--- config.mk ---
export PLATFORM = sky130hd
export DESIGN_NAME = hamm_secded_codec
export DESIGN_NICKNAME = d
export VERILOG_FILES = /design/src/rtl/hamm_secded_codec.sv
export SDC_FILE = /design/constraint.sdc
export NUM_CORES = 1
export LEC_CHECK = 0
export ABC_AREA = 0
export CAP_MARGIN = 20
export CORE_MARGIN = 2
export CORE_UTILIZATION = 47
export DETAILED_ROUTE_END_ITERATION = 6
export PLACE_DENSITY = 0.76
export SYNTH_ARGS = -nofsm -noshare
export SYNTH_HDL_FRONTEND = slang
export SYNTH_SLANG_ARGS = --single-unit
--- constraint.sdc ---
create_clock -name clk -period 2.1 [get_ports clk]
set_clock_uncertainty 0.15 [all_clocks]
set_input_delay 0.21 -clock clk [delete_from_list [all_inputs] [get_ports clk]]
set_output_delay 0.21 -clock clk [all_outputs]
set_load 0.03 [all_outputs]
--- src/rtl/hamm_secded_codec.sv ---
// Hamming SEC-DED codec, two-stage pipeline with valid/ready handshake.
// Encode packs DATA_W data bits into an extended Hamming codeword; decode
// corrects single-bit errors, flags double-bit errors and keeps saturating
// error counters.
module hamm_secded_codec #(
  parameter int DATA_W = 8,
  parameter int P_W    = 4,
  parameter int CW_W   = DATA_W + P_W + 1,
  parameter int CNT_W  = 16
) (
  input  logic              clk,
  input  logic              rst_n,
  input  logic              mode,
  input  logic              in_valid,
  output logic              in_ready,
  input  logic [CW_W-1:0]   in_data,
  output logic              out_valid,
  input  logic              out_ready,
  output logic [CW_W-1:0]   out_data,
  output logic              out_err_single,
  output logic              out_err_double,
  output logic [CNT_W-1:0]  corr_cnt,
  output logic [CNT_W-1:0]  uncorr_cnt,
  input  logic              cnt_clr
);

  localparam int unsigned CW_U = CW_W;
  localparam int unsigned PW_U = P_W;
  localparam int unsigned DW_U = DATA_W;

  // Non-power-of-two positions carry data; powers of two carry Hamming parity.
  function automatic logic is_data_pos(input int unsigned p);
    return (p & (p - 1)) != 0;
  endfunction

  function automatic logic [CW_W-1:0] place_data(input logic [DATA_W-1:0] d);
    logic [CW_W-1:0] w;
    int unsigned     j;
    w = '0;
    j = 0;
    for (int unsigned p = 1; p < CW_U; p++) begin
      if (is_data_pos(p) && j < DW_U) begin
        w[p] = d[j];
        j++;
      end
    end
    return w;
  endfunction

  function automatic logic [DATA_W-1:0] extract_data(input logic [CW_W-1:0] w);
    logic [DATA_W-1:0] d;
    int unsigned       j;
    d = '0;
    j = 0;
    for (int unsigned p = 1; p < CW_U; p++) begin
      if (is_data_pos(p) && j < DW_U) begin
        d[j] = w[p];
        j++;
      end
    end
    return d;
  endfunction

  // Syndrome bit k is the XOR of every position whose index has bit k set.
  function automatic logic [P_W-1:0] syndrome(input logic [CW_W-1:0] w);
    logic [P_W-1:0] s;
    s = '0;
    for (int unsigned p = 1; p < CW_U; p++) begin
      if (w[p]) s = s ^ P_W'(p);
    end
    return s;
  endfunction

  logic              adv;
  logic              s1_valid_q;
  logic              s1_mode_q;
  logic [CW_W-1:0]   s1_word_q;
  logic [P_W-1:0]    s1_syn_q;
  logic              s1_par_q;
  logic [CW_W-1:0]   s1_word_d;
  logic [P_W-1:0]    s1_syn_d;
  logic              s1_par_d;

  logic              out_valid_q;
  logic [CW_W-1:0]   out_data_q;
  logic              err_single_q;
  logic              err_double_q;
  logic [CW_W-1:0]   out_data_d;
  logic              err_single_d;
  logic              err_double_d;
  logic [CW_W-1:0]   fixed;
  logic              hit;

  logic [CNT_W-1:0]  corr_q;
  logic [CNT_W-1:0]  uncorr_q;
  logic [CNT_W-1:0]  corr_d;
  logic [CNT_W-1:0]  uncorr_d;
  logic              fire;

  // Whole pipeline advances unless a valid output is being held back.
  assign adv       = !out_valid_q | out_ready;
  assign in_ready  = adv;
  assign fire      = out_valid_q & out_ready;

  // Stage 1 inputs: in encode mode the data is placed with zero parity bits,
  // so the syndrome of that word is exactly the parity pattern to insert.
  always_comb begin
    s1_word_d = mode ? in_data : place_data(in_data[DATA_W-1:0]);
    s1_syn_d  = syndrome(s1_word_d);
    s1_par_d  = ^s1_word_d;
  end

  // Stage 1 register: raw word, syndrome and overall parity.
  always_ff @(posedge clk or negedge rst_n) begin
    if (!rst_n) begin
      s1_valid_q <= 1'b0;
      s1_mode_q  <= 1'b0;
      s1_word_q  <= '0;
      s1_syn_q   <= '0;
      s1_par_q   <= 1'b0;
    end else if (adv) begin
      s1_valid_q <= in_valid;
      if (in_valid) begin
        s1_mode_q <= mode;
        s1_word_q <= s1_word_d;
        s1_syn_q  <= s1_syn_d;
        s1_par_q  <= s1_par_d;
      end
    end
  end

  // Stage 2 logic: finish encoding, or correct/classify and extract data.
  always_comb begin
    fixed        = s1_word_q;
    hit          = 1'b0;
    out_data_d   = '0;
    err_single_d = 1'b0;
    err_double_d = 1'b0;
    if (!s1_mode_q) begin
      for (int unsigned k = 0; k < PW_U; k++) begin
        if ((32'd1 << k) < CW_U) fixed[32'd1 << k] = s1_syn_q[k];
      end
      fixed[0]   = ^fixed[CW_W-1:1];
      out_data_d = fixed;
    end else begin
      for (int unsigned p = 1; p < CW_U; p++) begin
        if (s1_syn_q == P_W'(p)) begin
          hit = 1'b1;
          if (s1_par_q) fixed[p] = ~fixed[p];
        end
      end
      err_single_d = s1_par_q & ((s1_syn_q == '0) | hit);
      err_double_d = (s1_syn_q != '0) & ~(s1_par_q & hit);
      out_data_d   = CW_W'(extract_data(fixed));
    end
  end

  // Stage 2 register: output beat and flags, held while stalled.
  always_ff @(posedge clk or negedge rst_n) begin
    if (!rst_n) begin
      out_valid_q  <= 1'b0;
      out_data_q   <= '0;
      err_single_q <= 1'b0;
      err_double_q <= 1'b0;
    end else if (adv) begin
      out_valid_q <= s1_valid_q;
      if (s1_valid_q) begin
        out_data_q   <= out_data_d;
        err_single_q <= err_single_d;
        err_double_q <= err_double_d;
      end
    end
  end

  // Counter next state: clear wins, otherwise saturating count at handshake.
  always_comb begin
    corr_d   = corr_q;
    uncorr_d = uncorr_q;
    if (cnt_clr) begin
      corr_d   = '0;
      uncorr_d = '0;
    end else if (fire) begin
      if (err_single_q && !(&corr_q))   corr_d   = corr_q + 1'b1;
      if (err_double_q && !(&uncorr_q)) uncorr_d = uncorr_q + 1'b1;
    end
  end

  // Error counter registers.
  always_ff @(posedge clk or negedge rst_n) begin
    if (!rst_n) begin
      corr_q   <= '0;
      uncorr_q <= '0;
    end else begin
      corr_q   <= corr_d;
      uncorr_q <= uncorr_d;
    end
  end

  assign out_valid      = out_valid_q;
  assign out_data       = out_data_q;
  assign out_err_single = err_single_q;
  assign out_err_double = err_double_q;
  assign corr_cnt       = corr_q;
  assign uncorr_cnt     = uncorr_q;

endmodule

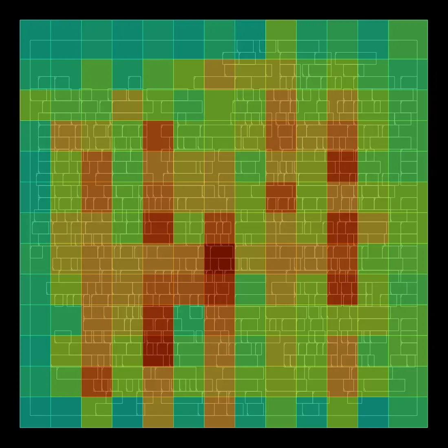
run_1/congestion.png
met1 Use GR: 0.2507
met3 usage: 0.04647
Util after Layout: 0.6540
most used routing layer: met2
total track usage: 0.2030

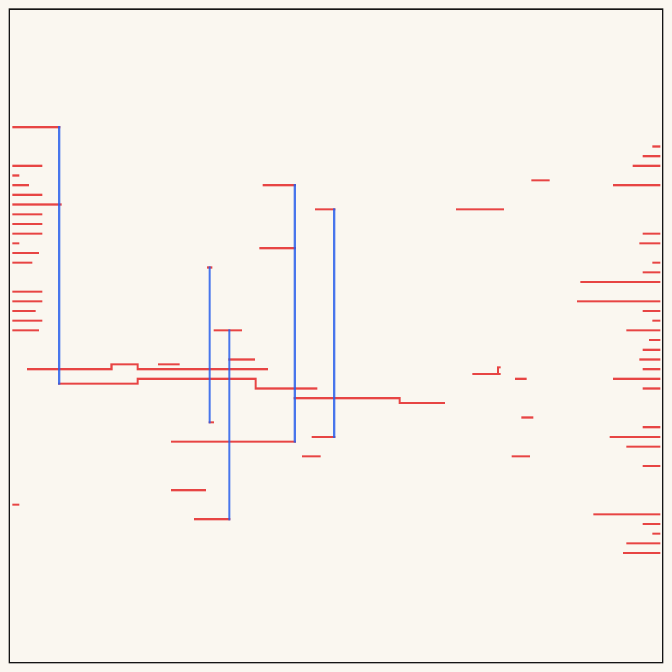
run_1/wires.png
Only two layers are drawn.
Key: red = metal 3 [wire length 333 um]; blue = metal 4 [wire length 152 um]

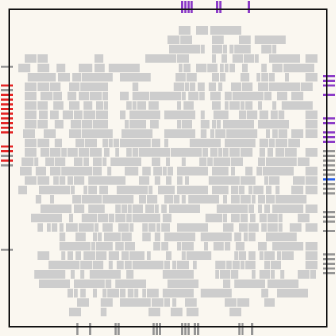
run_1/io_placement.png
Pins as bars across the die edge, other pins in gray.
Key: blue = out_err_single [pins 1, direction output, edge right]; red = in_data [pins 13, direction input, edge left]; purple = uncorr_cnt [pins 16, direction output, edge 9 right, 7 top]

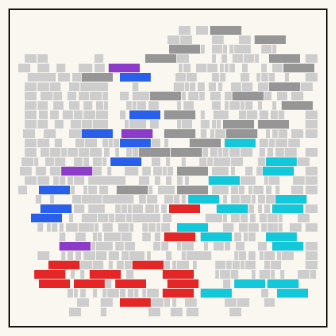
run_1/flops_by_reg.png
Key: purple = s1_syn_q [flops 4]; red = out_data [flops 13]; cyan = corr_cnt [flops 16]; blue = s1_word_q [flops 8]

==> summary.txt, run 1 <==
fresh numbers from the pnr run: status=complete, no violations, top cell type's share of synthesized area=0.4372, max incr delay on CP=~0.40 ns, Die H=between 90 and 100 um, combinational share of cell area=0.4027, critical path's slowest cell=dfrtp_1, yosys adder share=0.02082, highest-power group=sequential cells, FF-to-FF path depth=7, Mapped Cells=roughly 380, input/output buffers=~67, crit path launch type=flip-flop, Residual DRC=0, NetSw=roughly 0.0014 W, Mean Syn Cell Area=around 9.4 um2, Static Leak=about 2.1 nW, ys async rst share=1.000, Max Used Layer=met4, Nets at Floorplan=407, clock buffer count=11, Area Growth Syn to Fin=32.96%, worst setup path startpoint=s1_syn_q[1], switching share of power=0.3421, hpwl dp=~6100 um, Worst Slack Setup Final=0.06987 ns, Hold Fails Final Rpt=0, WP depth=7, Non-CTS buffers=103, Top area cell types=dfrtp_1 44%, xor2_1 7.5%, xnor2_1 6.6%, # nets final=503, DP Cell Count=562, site row count=31, worst ir drop on vdd=between 0.0004 and 0.0005 V, final setup fails=0, Synth warnings=0, clk ins delay skew pair=0.34 ns, Pre-Place Util=0.4919, synthesized area=3606 um2, dominant logic cell type in the layout=clkdlybuf4s50_1, Critical R2R Capture=out_data[0], area post-placement=roughly 4500 um2, Gate power share=0.359, final wirelength=8314 um, Hold Buf Count CTS=1, H-tree Lvls=3, metal2 WL=about 4200 um, grt met2 use=0.3456, Logic power comb=around 0.0015 W, vias in the first global route=around 2900, # Cells Yosys=382, Synth Area in XOR/XNOR=0.1596, worst path cell trace=inv_2, ha_4, xnor2_2, xnor3_1, or3_1, and4_1, o31ai_2, CTS Root Cell=clkbuf_8, Metal-1 WL=about 3700 um, area leader, netlist=dfrtp_1, layout cell share with drive strength beyond 1=0.1224, GPL Wtd Cong=0.8790
run_1/layer_met3.png
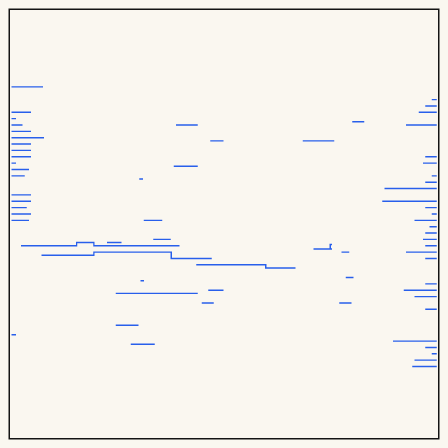

==> run 1 -> run 2 <==
--- a/config.mk
+++ b/config.mk
@@ -8,9 +8,9 @@
 export ABC_AREA = 0
 export CAP_MARGIN = 20
 export CORE_MARGIN = 2
-export CORE_UTILIZATION = 47
+export CORE_UTILIZATION = 50
 export DETAILED_ROUTE_END_ITERATION = 6
-export PLACE_DENSITY = 0.76
+export PLACE_DENSITY = 0.77
 export SYNTH_ARGS = -nofsm -noshare
 export SYNTH_HDL_FRONTEND = slang
 export SYNTH_SLANG_ARGS = --single-unit
==> constraint.sdc (replaced) <==
create_clock -name clk -period 1.9 [get_ports clk]
set_clock_uncertainty 0.15 [all_clocks]
set_input_delay 0.19 -clock clk [delete_from_list [all_inputs] [get_ports clk]]
set_output_delay 0.19 -clock clk [all_outputs]
set_load 0.03 [all_outputs]
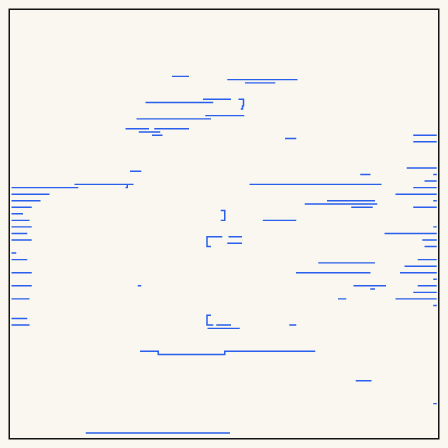
run_2/layer_met3.png
The layer carries 458 um of wire. The longest straight run is 29.7 um. The layer holds 5.2% of the routed length. The wires run mostly horizontal. 68 nets have wire on it.

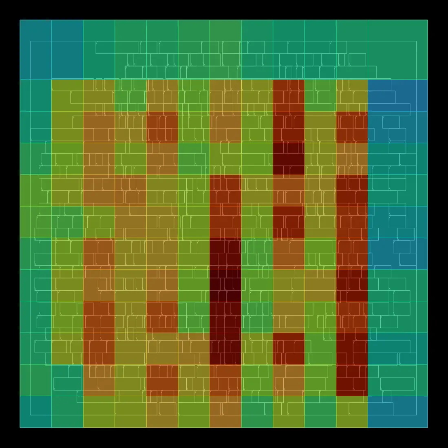
run_2/congestion.png
met3 usage: 0.03693
per-cell routed wire length: 14.65 um
met1 Use GR: 0.3029
grt met2 use: 0.3847

==> run 2 against run 1 <==
Against the previous run:
- worst setup slack got worse by 0.16 ns
- cell count up 4.1%
- synthesized cell count unchanged
- routed wire length up 6.6%
- the run now ends with setup timing left
- sequential cell count stayed put
- via count rose by 4.6%
- first-iteration DRC count is 120% higher
- register-to-register slack worse by 0.16 ns
- combinational power rose by 25%
==> summary.txt, run 2 <==
fresh numbers from the pnr run: GPL Wtd Cong=0.8727 (was 0.8790), worst ir drop on vdd=0.0005171 V (was 0.0004989 V), total track usage=0.2313 (was 0.2030), number of max-cap violations=0 (unchanged), Logic power comb=0.00184 W (was 0.00147 W), combinational share of cell area=0.3878 (was 0.4027), highest-power group=combinational cells (was sequential cells), final wirelength=8866 um (was 8314 um), WL met3=457 um (was 332 um), Static Leak=2.326 nW (was 2.074 nW), crit path launch type=flip-flop (unchanged), vias in the first global route=3067 (was 2934), Hold Buf Count CTS=1 (unchanged), post-layout period usage=1.047 (was 0.9667), clock buffer count=14 (was 11), CTS tree=done (unchanged), metal2 WL=4356 um (was 4173 um), hpwl dp=6235 um (was 6067 um), Pre-Place Util=0.5250 (was 0.4919), worst setup path startpoint=s1_syn_q[0] (was s1_syn_q[1]), Metal-1 WL=3911 um (was 3655 um), number of logic gates=296 (unchanged), Worst Slack Setup Final=-0.08979 ns (was 0.06987 ns), # nets final=529 (was 503), Residual DRC=0 (unchanged), max incr delay on CP=0.39 ns (was 0.40 ns), Seq cells=63 (unchanged), Clock group=0.00140 W (was 0.00106 W), critical path's slowest cell=dfrtp_1 (unchanged), Gate power share=0.371 (was 0.359), pin count of the biggest net entering global routing=64 (was 44), fin crit period=1.990 ns (was 2.030 ns), Critical R2R Capture=out_data[0] (unchanged), most used routing layer=met2 (unchanged), H-tree Lvls=3 (unchanged), Vias=3213 (was 3073), Max Used Layer=met4 (unchanged), input/output buffers=67 (unchanged), Hold Fails Final Rpt=0 (unchanged), Synth Area in XOR/XNOR=0.1596 (unchanged), Non-CTS buffers=129 (was 103), Mapped Cells=382 (unchanged), Util after Layout=0.7492 (was 0.6540), DP Cell Count=575 (was 562), Top area cell types=dfrtp_1 44%, xor2_1 7.5%, xnor2_1 6.6% (unchanged), Area Growth Syn to Fin=42.71% (was 32.96%), Mean Syn Cell Area=9.440 um2 (unchanged), failing checks=setup timing, area post-placement=4696 um2 (was 4546 um2), final setup fails=1 (was 0), CTS Root Cell=clkbuf_8 (unchanged), fraction of area in clock buffers and inverters=0.04717 (was 0.04097), layout cell share with drive strength beyond 1=0.2063 (was 0.1224), switching share of power=0.3252 (was 0.3421), yosys adder share=0.02082 (unchanged), ys async rst share=1.000 (unchanged), Slew headroom=0.7371 (was 0.6526), clk ins delay skew pair=0.33 ns (was 0.34 ns), NetSw=0.001614 W (was 0.001405 W), dominant logic cell type in the layout=buf_4 (was clkdlybuf4s50_1), site row count=30 (was 31), Die H=88.93 um (was 91.59 um), FF-to-FF path depth=7 (unchanged), Nets at Floorplan=407 (unchanged), worst path cell trace=inv_2, ha_4, xnor2_2, xnor3_1, or3_1, and4_1, o31ai_2 (unchanged), status=complete, but fails checks (was complete, no violations), WP depth=7 (unchanged), synthesized area=3606 um2 (unchanged), Pre-Repair DR Iteration Count=5 (was 4), top cell type's share of synthesized area=0.4372 (unchanged), Int Pwr=0.003348 W (was 0.002701 W), area leader, netlist=dfrtp_1 (unchanged), Synth warnings=0 (unchanged), Hold Path End=s1_word_q[10], # Cells Yosys=382 (unchanged)
==> run 2 -> run 3 <==
--- a/config.mk
+++ b/config.mk
@@ -6,7 +6,6 @@
 export NUM_CORES = 1
 export LEC_CHECK = 0
 export ABC_AREA = 0
-export CAP_MARGIN = 20
 export CORE_MARGIN = 2
 export CORE_UTILIZATION = 50
 export DETAILED_ROUTE_END_ITERATION = 6
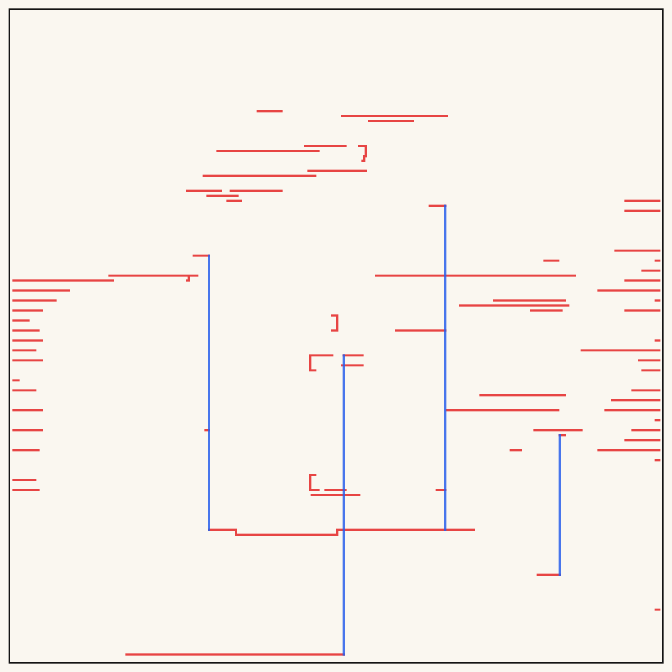
run_3/wires.png
Only two layers are drawn.
Key: blue = metal 4 [wire length 141 um]; red = metal 3 [wire length 458 um]

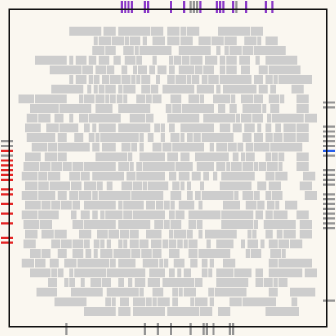
run_3/io_placement.png
Pins as bars across the die edge, other pins in gray.
input/output buffers: 67
Die X: 88.93 um

==> run 3 against run 2 <==
Against the previous run:
- the flow still finishes with violations (setup timing)
- final area did not move
- sequential power barely moved
- register-to-register slack barely moved
- synthesized area did not move
- sequential share of layout area did not move
- critical path depth did not move
- largest cell class unchanged
- global-route usage did not move
==> summary.txt, run 3 <==
fresh numbers from the pnr run: Hold Path End=s1_word_q[10] (unchanged), worst ir drop on vdd=0.0005171 V (unchanged), crit path launch type=flip-flop (unchanged), final wirelength=8866 um (unchanged), highest-power group=combinational cells (unchanged), metal2 WL=4356 um (unchanged), layout cell share with drive strength beyond 1=0.2063 (unchanged), Critical R2R Capture=out_data[0] (unchanged), Static Leak=2.326 nW (unchanged), Seq cells=63 (unchanged), failing checks=setup timing (unchanged), met1 Use GR=0.3029 (unchanged), synthesized area=3606 um2 (unchanged), post-layout period usage=1.047 (unchanged), most used routing layer=met2 (unchanged), Mean Syn Cell Area=9.440 um2 (unchanged), # Cells Yosys=382 (unchanged), number of logic gates=296 (unchanged), total track usage=0.2313 (unchanged), number of max-cap violations=0 (unchanged), WL met3=457 um (unchanged), top cell type's share of synthesized area=0.4372 (unchanged), per-cell routed wire length=14.65 um (unchanged), WP depth=7 (unchanged), Slew headroom=0.7371 (unchanged), max incr delay on CP=0.39 ns (about the same), status=complete, but fails checks (unchanged), Pre-Repair DR Iteration Count=5 (unchanged), # nets final=529 (unchanged), area leader, netlist=dfrtp_1 (unchanged), Hold Fails Final Rpt=0 (unchanged), dominant logic cell type in the layout=buf_4 (unchanged), Worst Slack Setup Final=-0.08979 ns (unchanged), Hold Buf Count CTS=1 (unchanged), switching share of power=0.3252 (unchanged), final setup fails=1 (unchanged), Nets at Floorplan=407 (unchanged), Util after Layout=0.7492 (unchanged), ys async rst share=1.000 (unchanged), Mapped Cells=382 (unchanged), vias in the first global route=3067 (unchanged), NetSw=0.001614 W (unchanged), CTS tree=done (unchanged), clk ins delay skew pair=0.33 ns (about the same), hpwl dp=6235 um (unchanged), clock buffer count=14 (unchanged), combinational share of cell area=0.3878 (unchanged), Gate power share=0.371 (about the same)
Power is estimated from default activity; no workload was simulated.
